File: src/rtl/seven_seg_scan_controller_pkg.sv
// Shared types and constants for the seven-segment scan controller:
// scan FSM states, the blank segment pattern, the active-low hex font
// and the per-digit record stored in the image buffers.
package seven_seg_pkg;

  typedef enum logic [0:0] {
    BLANK = 1'b0,
    DRIVE = 1'b1
  } scan_state_t;

  // All segments off (active-low bus).
  localparam logic [6:0] SEG_BLANK = 7'h7F;

  // Active-low hex font, bit 6 = a ... bit 0 = g.
  localparam logic [6:0] SEG_FONT [16] = '{
    7'b0000001,  // 0
    7'b1001111,  // 1
    7'b0010010,  // 2
    7'b0000110,  // 3
    7'b1001100,  // 4
    7'b0100100,  // 5
    7'b0100000,  // 6
    7'b0001111,  // 7
    7'b0000000,  // 8
    7'b0000100,  // 9
    7'b0001000,  // A
    7'b1100000,  // b
    7'b0110001,  // C
    7'b1000010,  // d
    7'b0110000,  // E
    7'b0111000   // F
  };

  typedef struct packed {
    logic [3:0] nibble;
    logic       dp;
  } digit_t;

endpackage

File: src/rtl/seven_seg_scan_controller_if.sv
// Write/commit port of the scan controller. The datapath side is the
// master; the controller is the slave and reports a pending commit back.
interface seven_seg_scan_controller_if #(
  parameter int N_DIGITS = 8
);

  localparam int AW = (N_DIGITS > 1) ? $clog2(N_DIGITS) : 1;

  logic          wr_en;
  logic [AW-1:0] wr_addr;
  logic [3:0]    wr_data;
  logic          wr_dp;
  logic          commit;
  logic          commit_busy;

  modport master (
    output wr_en, wr_addr, wr_data, wr_dp, commit,
    input  commit_busy
  );

  modport slave (
    input  wr_en, wr_addr, wr_data, wr_dp, commit,
    output commit_busy
  );

endinterface

File: src/rtl/seven_seg_scan_controller_hex_to_seg7.sv
// Combinational nibble to active-low segment lookup. The controller
// registers the result together with the anode and dp outputs.
module hex_to_seg7
  import seven_seg_pkg::*;
(
  input  logic [3:0] i_nibble,
  output logic [6:0] o_seg
);

  assign o_seg = SEG_FONT[i_nibble];

endmodule

File: src/rtl/seven_seg_scan_controller.sv
// Eight-digit seven-segment scan controller. A shadow image is written
// through the write port and copied into the scanned display image at a
// frame boundary after a commit. Each digit slot starts with a blanking
// interval (all anodes off) to suppress ghosting, then drives the digit.
// Internal counters describe the cycle about to be shown; the outputs are
// registered from them, so segments, dp and anodes always switch together.
module seven_seg_scan_controller
  import seven_seg_pkg::*;
#(
  parameter int N_DIGITS     = 8,
  parameter int REFRESH_DIV  = 100000,
  parameter int BLANK_CYCLES = 1000
) (
  input  logic                      clck,
  input  logic                      reset,
  seven_seg_scan_controller_if.slave wr_bus,
  input  logic [N_DIGITS-1:0]       digit_en,
  output logic [6:0]                a_to_g,
  output logic                      dp,
  output logic [N_DIGITS-1:0]       Anode_Activate,
  output logic                      frame_start
);

  localparam int AW  = (N_DIGITS > 1) ? $clog2(N_DIGITS) : 1;
  localparam int AW1 = AW + 1;
  localparam int CW  = $clog2(REFRESH_DIV);

  localparam logic [CW-1:0]  LP_CNT_ZERO   = CW'(0);
  localparam logic [CW-1:0]  LP_CNT_ONE    = CW'(1);
  localparam logic [CW-1:0]  LP_CNT_LAST   = CW'(REFRESH_DIV - 1);
  localparam logic [CW-1:0]  LP_BLANK_LAST = CW'(BLANK_CYCLES - 1);
  localparam logic [AW-1:0]  LP_IDX_ZERO   = AW'(0);
  localparam logic [AW-1:0]  LP_IDX_ONE    = AW'(1);
  localparam logic [AW-1:0]  LP_IDX_LAST   = AW'(N_DIGITS - 1);
  localparam logic [AW1-1:0] LP_N_DIGITS   = AW1'(N_DIGITS);

  // Scan position of the next displayed cycle
  scan_state_t   r_state;
  scan_state_t   w_state_next;
  logic [CW-1:0] r_cnt;
  logic [CW-1:0] w_cnt_next;
  logic [AW-1:0] r_idx;
  logic [AW-1:0] w_idx_next;
  logic          w_frame_wrap;

  // Image buffers and commit tracking
  digit_t r_shadow      [N_DIGITS];
  digit_t r_display     [N_DIGITS];
  digit_t w_shadow_next [N_DIGITS];
  digit_t w_cur_digit;
  logic   r_commit_pending;
  logic   w_wr_hit;
  logic   w_do_copy;

  // Output stage
  logic [6:0]          w_seg_lut;
  logic [6:0]          w_seg_next;
  logic                w_dp_next;
  logic [N_DIGITS-1:0] w_anode_next;
  logic                w_fs_next;
  logic [6:0]          r_a_to_g;
  logic                r_dp;
  logic [N_DIGITS-1:0] r_anode;
  logic                r_frame_start;

  assign w_wr_hit    = wr_bus.wr_en && ({1'b0, wr_bus.wr_addr} < LP_N_DIGITS);
  assign w_do_copy   = w_frame_wrap && (r_commit_pending || wr_bus.commit);
  assign w_cur_digit = r_display[r_idx];

  hex_to_seg7 u_font (
    .i_nibble (w_cur_digit.nibble),
    .o_seg    (w_seg_lut)
  );

  // Scan state, slot counter and digit index registers
  always_ff @(posedge clck or posedge reset) begin
    if (reset) begin
      r_state <= BLANK;
      r_cnt   <= LP_CNT_ZERO;
      r_idx   <= LP_IDX_ZERO;
    end else begin
      r_state <= w_state_next;
      r_cnt   <= w_cnt_next;
      r_idx   <= w_idx_next;
    end
  end

  // Next scan position: blank then drive within each slot, wrap per frame
  always_comb begin
    w_state_next = r_state;
    w_cnt_next   = r_cnt + LP_CNT_ONE;
    w_idx_next   = r_idx;
    w_frame_wrap = 1'b0;
    case (r_state)
      BLANK: begin
        if (r_cnt == LP_BLANK_LAST) begin
          w_state_next = DRIVE;
        end else begin
          w_state_next = BLANK;
        end
      end
      DRIVE: begin
        if (r_cnt == LP_CNT_LAST) begin
          w_state_next = BLANK;
          w_cnt_next   = LP_CNT_ZERO;
          if (r_idx == LP_IDX_LAST) begin
            w_idx_next   = LP_IDX_ZERO;
            w_frame_wrap = 1'b1;
          end else begin
            w_idx_next = r_idx + LP_IDX_ONE;
          end
        end else begin
          w_state_next = DRIVE;
        end
      end
      default: begin
        w_state_next = BLANK;
        w_cnt_next   = LP_CNT_ZERO;
        w_idx_next   = LP_IDX_ZERO;
      end
    endcase
  end

  // Shadow image with this cycle's write applied, so a boundary copy sees it
  always_comb begin
    for (int i = 0; i < N_DIGITS; i++) begin
      if (w_wr_hit && (wr_bus.wr_addr == AW'(i))) begin
        w_shadow_next[i] = '{nibble: wr_bus.wr_data, dp: wr_bus.wr_dp};
      end else begin
        w_shadow_next[i] = r_shadow[i];
      end
    end
  end

  // Buffers and commit flag: copy shadow to display at the frame boundary
  always_ff @(posedge clck or posedge reset) begin
    if (reset) begin
      for (int i = 0; i < N_DIGITS; i++) begin
        r_shadow[i]  <= '{nibble: 4'h0, dp: 1'b0};
        r_display[i] <= '{nibble: 4'h0, dp: 1'b0};
      end
      r_commit_pending <= 1'b0;
    end else begin
      for (int i = 0; i < N_DIGITS; i++) begin
        r_shadow[i] <= w_shadow_next[i];
        if (w_do_copy) begin
          r_display[i] <= w_shadow_next[i];
        end
      end
      if (w_frame_wrap) begin
        r_commit_pending <= 1'b0;
      end else if (wr_bus.commit) begin
        r_commit_pending <= 1'b1;
      end
    end
  end

  // Pin values for the scan position about to be shown
  always_comb begin
    w_anode_next = {N_DIGITS{1'b1}};
    w_seg_next   = SEG_BLANK;
    w_dp_next    = 1'b1;
    w_fs_next    = (r_idx == LP_IDX_ZERO) && (r_cnt == LP_CNT_ZERO);
    if (r_state == DRIVE) begin
      w_seg_next = w_seg_lut;
      w_dp_next  = ~w_cur_digit.dp;
      if (digit_en[r_idx]) begin
        w_anode_next[r_idx] = 1'b0;
      end else begin
        w_anode_next = {N_DIGITS{1'b1}};
      end
    end else begin
      w_anode_next = {N_DIGITS{1'b1}};
    end
  end

  // Output registers: segments, dp and anodes update on the same edge
  always_ff @(posedge clck or posedge reset) begin
    if (reset) begin
      r_a_to_g      <= SEG_BLANK;
      r_dp          <= 1'b1;
      r_anode       <= {N_DIGITS{1'b1}};
      r_frame_start <= 1'b0;
    end else begin
      r_a_to_g      <= w_seg_next;
      r_dp          <= w_dp_next;
      r_anode       <= w_anode_next;
      r_frame_start <= w_fs_next;
    end
  end

  assign a_to_g             = r_a_to_g;
  assign dp                 = r_dp;
  assign Anode_Activate     = r_anode;
  assign frame_start        = r_frame_start;
  assign wr_bus.commit_busy = r_commit_pending;

endmodule

File: src/flat_wrapper.sv
// flat-port wrapper written by rule: the top's interface ports become plain ports
module seven_seg_scan_controller_flat import seven_seg_pkg::*;
#(
  parameter int N_DIGITS     = 8,
  parameter int REFRESH_DIV  = 100000,
  parameter int BLANK_CYCLES = 1000
)
  (clck, reset, digit_en, a_to_g, dp, Anode_Activate, frame_start, wr_bus_wr_en, wr_bus_wr_addr, wr_bus_wr_data, wr_bus_wr_dp, wr_bus_commit, wr_bus_commit_busy);
  seven_seg_scan_controller_if #(.N_DIGITS(N_DIGITS)) wr_bus_i ();
  input  logic clck;
  input  logic reset;
  input  logic [N_DIGITS-1:0] digit_en;
  output logic [6:0] a_to_g;
  output logic dp;
  output logic [N_DIGITS-1:0] Anode_Activate;
  output logic frame_start;
  input wire logic [$bits(wr_bus_i.wr_en)-1:0] wr_bus_wr_en;
  input wire logic [$bits(wr_bus_i.wr_addr)-1:0] wr_bus_wr_addr;
  input wire logic [$bits(wr_bus_i.wr_data)-1:0] wr_bus_wr_data;
  input wire logic [$bits(wr_bus_i.wr_dp)-1:0] wr_bus_wr_dp;
  input wire logic [$bits(wr_bus_i.commit)-1:0] wr_bus_commit;
  output wire logic [$bits(wr_bus_i.commit_busy)-1:0] wr_bus_commit_busy;
  assign wr_bus_i.wr_en = wr_bus_wr_en;
  assign wr_bus_i.wr_addr = wr_bus_wr_addr;
  assign wr_bus_i.wr_data = wr_bus_wr_data;
  assign wr_bus_i.wr_dp = wr_bus_wr_dp;
  assign wr_bus_i.commit = wr_bus_commit;
  assign wr_bus_commit_busy = wr_bus_i.commit_busy;
  seven_seg_scan_controller #(.N_DIGITS(N_DIGITS), .REFRESH_DIV(REFRESH_DIV), .BLANK_CYCLES(BLANK_CYCLES)) u_core (.clck(clck), .reset(reset), .wr_bus(wr_bus_i), .digit_en(digit_en), .a_to_g(a_to_g), .dp(dp), .Anode_Activate(Anode_Activate), .frame_start(frame_start));
endmodule
File: config.mk
export PLATFORM = sky130hd
export DESIGN_NAME = seven_seg_scan_controller_flat
export DESIGN_NICKNAME = d
export VERILOG_FILES = /design/src/rtl/seven_seg_scan_controller_pkg.sv /design/src/rtl/seven_seg_scan_controller_if.sv /design/src/rtl/seven_seg_scan_controller_hex_to_seg7.sv /design/src/rtl/seven_seg_scan_controller.sv /design/src/flat_wrapper.sv
export SDC_FILE = /design/constraint.sdc
export NUM_CORES = 1
export LEC_CHECK = 0
export CORE_MARGIN = 10
export CORE_UTILIZATION = 35
export DETAILED_ROUTE_END_ITERATION = 8
export MAX_ROUTING_LAYER = met4
export PLACE_DENSITY_LB_ADDON = 0.08
export SYNTH_ARGS = -nofsm -noshare
export SYNTH_HDL_FRONTEND = slang
export SYNTH_SLANG_ARGS = --single-unit
File: constraint.sdc
create_clock -name clck -period 3.6 [get_ports clck]
set_input_delay 0.72 -clock clck [delete_from_list [all_inputs] [get_ports clck]]
set_output_delay 0.72 -clock clck [all_outputs]
set_load 0.005 [all_outputs]
==> impl_metrics.py <==
# Physical implementation metrics
metrics = {
    "logic_synthesis": {
        "netlist.top_cell.by_area": "dfrtp_1",
        "synthTopCellsByArea": "dfrtp_1 (47%), mux2_4 (11%), mux2_2 (9.8%)",
        "ys_ff": 119,
        "yosysChipArea_um2": 5540,
        "muxShareOfSynthArea_pct": 27.3,
        "yosys-top-cells-count": "dfrtp_1 (103), mux2_2 (48), mux2_4 (40)",
        "syn-num-nets": 410,
        "ff_type": "dfrtp_1",
        "synthesis.area_um2": 5540,
    },
    "critical_path": {
        "cpMostUsedCell": "ha_1",
        "worst_r2r_path_depth": 7,
        "crit_start": "u_core.r_idx[0]",
        "critPathMaxStageDelay_ns": 0.54,
    },
    "drt": {
        "wl_um": 11800,
        "drt_iter0_drc": 188,
        "route.met2.wl_um": 5740,
        "viasPerCell": 4.86,
        "final_antenna_net_count": 0,
    },
    "cells_and_area": {
        "n_clock_buffer": 28,
        "nFillCells": 1407,
        "comb_area_um2": 2340,
        "syn_to_final_growth_pct": 20.2,
        "insertedDiodeCount": 0,
        "comb_area_share_pct": 35.2,
    },
    "pwr": {
        "pg_comb_mw": 0.199,
        "seq-power_mw": 1.46,
        "ir_drop_mv": 0.332,
        "pwr-share-seq_pct": 45.4,
    },
    "worst_hold_path": {
        "hold_path.class": "reg2reg",
    },
    "die": {
        "ios": 38,
        "taps": 211,
        "die_w_um": 146,
        "core_region_area_um2": 15400,
        "fp_util_pct": 36.0,
    },
    "run": {
        "tool_warnings": 33,
    },
    "timing": {
        "period_used_pct": 71.6,
        "clock.fmax_ghz": 0.388,
    },
    "grt": {
        "busiest_layer": "met2",
        "grt_pass1_vias": 3413,
        "antenna_found_initial": 0,
        "grt_pass1_wl_um": 19200,
        "grt_max_degree": 71,
        "met1_usage_pct": 14.4,
        "overflow": 0,
    },
    "outcome": {
        "status": "finished, final reports clean",
    },
    "clocking": {
        "clock_path_buffers": 2,
        "post_cts_buffers": 0,
    },
    "place": {
        "hpwl_um": 7710,
    },
}
layout by cell type, fill, tap and decap left out, drive strengths merged, types with 11 or more instances in the layout:
cell type      synthesis  final
nor2                  18     18
buf                   11     12
clkbuf                 6     28
nand3                 14     14
clkdlybuf4s50          0     37
ha                    11     11
mux2i                 13     13
dfrtp                103    103
mux2                  88     88
dfstp                 16     16
worst min path at each step:
stage,slack [ns],from,cells past startpoint,end
after floorplan,0.47,u_core.r_cnt[14],1,u_core.r_cnt[14]
after global placement,0.48,u_core.r_shadow[2],1,u_core.r_shadow[2]
after detailed placement,0.48,u_core.r_shadow[12],1,u_core.r_shadow[12]
after CTS,0.49,u_core.r_shadow[12],1,u_core.r_shadow[12]
after global routing,0.50,u_core.r_shadow[26],1,u_core.r_shadow[26]
final,0.49,u_core.r_shadow[32],1,u_core.r_shadow[32]
Figure 1. Clock routing.
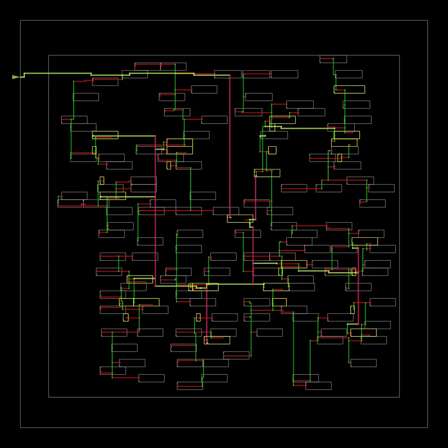
Sink Count: 119
Clock Skews: 0.00911 ns
CTS buffer count: 17

Figure 2. Close-up of the layout.
The bar under the picture is 10 um long. Region (58, 58) to (88, 88) um. Cells in gray, sequential cells in the stronger gray; small squares are vias.
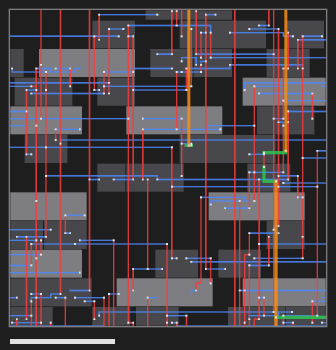
Blue stands for metal 1. Green stands for metal 3. Orange stands for metal 4. Red stands for metal 2.
Sequential cells in the window: 9. Netlist names of flops here include u_core.r_shadow (5), u_core.r_display (4). 34 logic cells have their middle in the window. Most frequent: mux2_2 (10), dfrtp_1 (9), mux2_4 (6).

Figure 3. M1 wires.
Supply wires on this layer in gray.
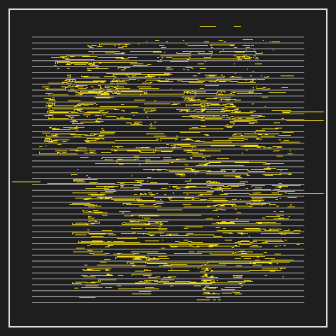
The longest straight run is 59.3 um. 428 nets have wire on it. The layer carries 5450 um of wire.

Power figures rest on the tool's default switching activity, not on a simulated workload.
